File: src/rtl/alarm_sequencer.sv
// Intruder-alarm sequencer: exit delay, armed watch, entry delay and timed siren with
// automatic re-arm. Every output comes straight from a register.
module alarm_sequencer #(
  parameter int unsigned EXIT_CYCLES  = 8,
  parameter int unsigned ENTRY_CYCLES = 6,
  parameter int unsigned SIREN_CYCLES = 10
) (
  input  logic       clk,
  input  logic       rst_n,
  input  logic       arm,
  input  logic       disarm,
  input  logic       panic,
  input  logic       window,
  input  logic       door,
  input  logic       garage,
  output logic       alarm,
  output logic       armed,
  output logic [2:0] state,
  output logic [7:0] count,
  output logic [3:0] trips
);

  localparam logic [7:0] ExitLoad  = 8'(EXIT_CYCLES - 1);
  localparam logic [7:0] EntryLoad = 8'(ENTRY_CYCLES - 1);
  localparam logic [7:0] SirenLoad = 8'(SIREN_CYCLES - 1);

  typedef enum logic [2:0] {
    StDisarmed = 3'd0,
    StExit     = 3'd1,
    StArmed    = 3'd2,
    StEntry    = 3'd3,
    StAlarm    = 3'd4
  } state_e;

  state_e     state_q, state_d;
  logic [7:0] count_q, count_d;
  logic [3:0] trips_q, trips_d;
  logic       alarm_q, alarm_d;
  logic       armed_q, armed_d;
  logic       go_alarm;

  always_comb begin
    state_d  = state_q;
    count_d  = count_q;
    trips_d  = trips_q;
    go_alarm = 1'b0;

    if (panic) begin
      go_alarm = 1'b1;
    end else if (disarm && (state_q != StDisarmed)) begin
      state_d = StDisarmed;
      count_d = 8'd0;
      trips_d = 4'd0;
    end else begin
      case (state_q)
        StDisarmed: begin
          count_d = 8'd0;
          if (arm) begin
            state_d = StExit;
            count_d = ExitLoad;
          end
        end
        StExit: begin
          if (count_q == 8'd0) begin
            state_d = StArmed;
          end else begin
            count_d = count_q - 8'd1;
          end
        end
        StArmed: begin
          count_d = 8'd0;
          if (window) begin
            go_alarm = 1'b1;
          end else if (door || garage) begin
            state_d = StEntry;
            count_d = EntryLoad;
          end
        end
        StEntry: begin
          // Closing door/garage does not cancel: only window or expiry change state here.
          if (window || (count_q == 8'd0)) begin
            go_alarm = 1'b1;
          end else begin
            count_d = count_q - 8'd1;
          end
        end
        StAlarm: begin
          if (count_q == 8'd0) begin
            state_d = StArmed;
          end else begin
            count_d = count_q - 8'd1;
          end
        end
        default: begin
          state_d = StDisarmed;
          count_d = 8'd0;
        end
      endcase
    end

    // Re-loading the siren from inside ALARM is not a new trip.
    if (go_alarm) begin
      state_d = StAlarm;
      count_d = SirenLoad;
      if ((state_q != StAlarm) && (trips_q != 4'hF)) begin
        trips_d = trips_q + 4'd1;
      end
    end

    alarm_d = (state_d == StAlarm);
    armed_d = (state_d == StArmed) || (state_d == StEntry) || (state_d == StAlarm);
  end

  always_ff @(posedge clk or negedge rst_n) begin
    if (!rst_n) begin
      state_q <= StDisarmed;
      count_q <= 8'd0;
      trips_q <= 4'd0;
      alarm_q <= 1'b0;
      armed_q <= 1'b0;
    end else begin
      state_q <= state_d;
      count_q <= count_d;
      trips_q <= trips_d;
      alarm_q <= alarm_d;
      armed_q <= armed_d;
    end
  end

  assign alarm = alarm_q;
  assign armed = armed_q;
  assign state = state_q;
  assign count = count_q;
  assign trips = trips_q;

endmodule

File: config.mk
export PLATFORM = sky130hd
export DESIGN_NAME = alarm_sequencer
export DESIGN_NICKNAME = d
export VERILOG_FILES = /design/src/rtl/alarm_sequencer.sv
export SDC_FILE = /design/constraint.sdc
export NUM_CORES = 1
export LEC_CHECK = 0
export ABC_AREA = 1
export CORE_ASPECT_RATIO = 1.4
export CORE_MARGIN = 2
export CORE_UTILIZATION = 50
export DETAILED_ROUTE_END_ITERATION = 10
export PLACE_DENSITY = 0.82
export SYNTH_ARGS = -nofsm -noshare
export SYNTH_HDL_FRONTEND = slang
export SYNTH_SLANG_ARGS = --single-unit
File: constraint.sdc
create_clock -name clk -period 1.78 [get_ports clk]
set_input_delay 0.356 -clock clk [delete_from_list [all_inputs] [get_ports clk]]
set_output_delay 0.356 -clock clk [all_outputs]
set_load 0.05 [all_outputs]
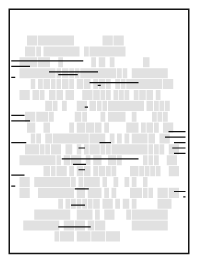
Fig. 1. M3 wires.
Drawn at 4 px/µm.
nets with wire on the layer: 24
share of all routed wire: 4.6%
wire length on this layer: 127 µm
main direction: horizontal

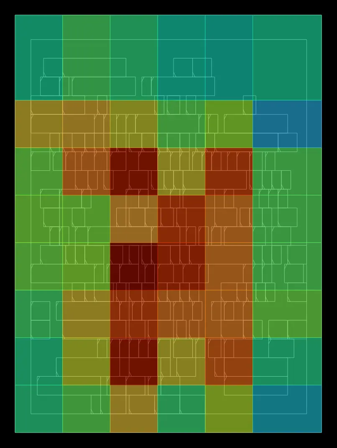
Fig. 2. Congestion heat map.
GRT Overall Usage: 23.2%
GR peak layer: met2
GR Util met3: 1.79%
met1 global-route usage: 25.3%
met2 Track Usage GR: 44.7%

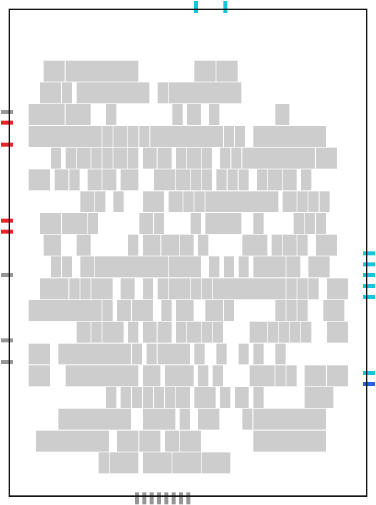
Fig. 3. Pin map.
Drawn at 8 px/µm. Pins as bars across the die edge, other pins in gray.
| port | color | pins | direction | edge |
|---|---|---|---|---|
| count | cyan | 8 | output | 6 right, 2 top |
| trips | red | 4 | output | left |
| rst_n | blue | 1 | input | right |

==> run summary <==
run metrics: # Taps 22, RSZ-0062 raised after global routing yes, # rows 20, CTS sink count 17, CP Cell Sequence inv_1 -> ha_1 -> nand2_1 -> nor2_4 -> nand3b_2 -> nand2_2 -> inv_1 -> nand3_1 -> nand2_1, crit path kind reg -> reg, WHS 0.387 ns, 1st-iter DRT viols 17, Comb/total area 43.7%, CP Depth 9, Final period util 92.8%, Placed Cells 215, post-place setup slack -0.0363 ns, sequential share of power 39.3%, clk latency late pin 0.29 ns, CTS Buf Count 3, status finished, final reports clean, Switching Fraction 44.4%, Logic area 612 µm², Signal inverters 24, VDD IR max 650 µV, Multi-In Gates 125, Final Max Slew Viols 0, total gr overflow 0, largest net degree at the start of global routing 18, vias in the first global route 1175, Seq group 0.494 mW, Combinational Power Share 44.1%, core area 2180 µm², crit path capture count[1], max reg flops 8, DRT Pass-1 Iters 4, AND/OR/NAND/NOR Cells, Area Fraction 41.1%, Final non-clock buffer share 15.7%, Longest Clk Path Bufs 2, Top cell excl fill/tap nand2_1, Top pwr grp combinational cells, post-route insts no fill 219, CP top delay family simple AND/OR/NAND/NOR gates, Die Wd 44.5 µm, area grow syn2layout 22.1%, Compound Share, Synth 6.76%, drt drc 0, Setup crit start kind flop, Max-Cap Viols 0, Syn. warnings 0, flop share of the area 30.4%, CTS H-tree depth 1, mux contribution to synthesized area 0%, minimum clock period 1.65 ns, Setup TNS Final 0 ns, CTS root buf clkbuf_4, post-layout util 64.4%, flops & latches, synth 17, clock buf count 4, Port Buffer Count 24, ratio of cells with drive above 1 in the final layout 16.2%, adder share 2.18%, Filler cells 188, Post-Synthesis Cell Area 1150 µm², first-pass GRT wire length 4750 µm, CP Buf/Inv Count 2, Power Total 1.26 mW, final setup vio count 0, Pleak 0.779 nW, FP Util 52.7%, CP Capture Type flop, Logic family by area simple AND/OR/NAND/NOR gates, Final #Nets 208, Arr. time, crit path 1.84 ns, fmax 0.606 GHz, DR vias/cell 5.46, flop count 17, Worst Max-Slew Pin Slew 0.343 ns, critical path's slowest cell dfrtp_1, worst stage delay on the critical path 0.40 ns, Syn Nets 178, I/O Pins 25, Mapped Cells 168, clk tree area frac 1.88%, CP Launch Point count[0], r2r setup slk 0.13 ns, worst r2r path cells 9, Mean Syn Cell Area 6.83 µm², post-synth cell types 23, Crit Path Max Fanout 12, hold buffers post-CTS 0, final hold viol count 0, net switching power figure 0.558 mW, die height 60.7 µm, cells resized by post-CTS repair 0, Rel. slew slack 77.1%, # Post-CTS Setup Buffers 0, PD cells 897 nW/µm², Critical Path RT 1.97 ns, Final WS setup 0.129 ns, clock power share 16.6%, Power Clock 0.209 mW, routed via count 1196, Combinational Power 0.554 mW, Sequential Area 425 µm², Plain + repair buffers 27, die area 2700 µm², post-detail-place hpwl 2140 µm, Placed Instance Area 1370 µm², fin area 1400 µm², Clock Skew 0.00364 ns, worst min path class in -> async, largest class combinational gates, Post-Route WL 2750 µm, antenna cells 0, antenna-violating nets left 0, Yosys chip area 1150 µm², RD Place Congestion 0.896, Tool Warnings 27, Reg clk slew, reported paths 0.10 ns, initial antenna violation count 0, fraction of synthesized cell area in xor and xnor cells 3.05%
==> metal layers <==
layer | part of all wire [%] | track usage (%) | up-vias
li1 | - | - | 589
met1 | 39 | 25.3 | 563
met2 | 55 | 44.7 | 40
met3 | 4.6 | 1.79 | 4
met4 | 1.0 | 9.52 | 0
met5 | 0 | 0 | -
==> synthesized netlist by cell type (all sizes together) <==
library cell	count	area, µm²
xor2	2	17.5
or2	2	12.5
nor3	2	10.0
buf	2	22.5
nand2	50	205
inv	24	90.1
xnor2	2	17.5
o21ai	6	30.0
ha	2	25.0
dfrtp	17	425
o21bai	1	7.51
nand4	3	18.8
nand3	19	95.1
o211ai	2	15.0
nand3b	2	18.8
nor2	27	111
a21oi	5	25.0
Power is estimated from default activity; no workload was simulated.
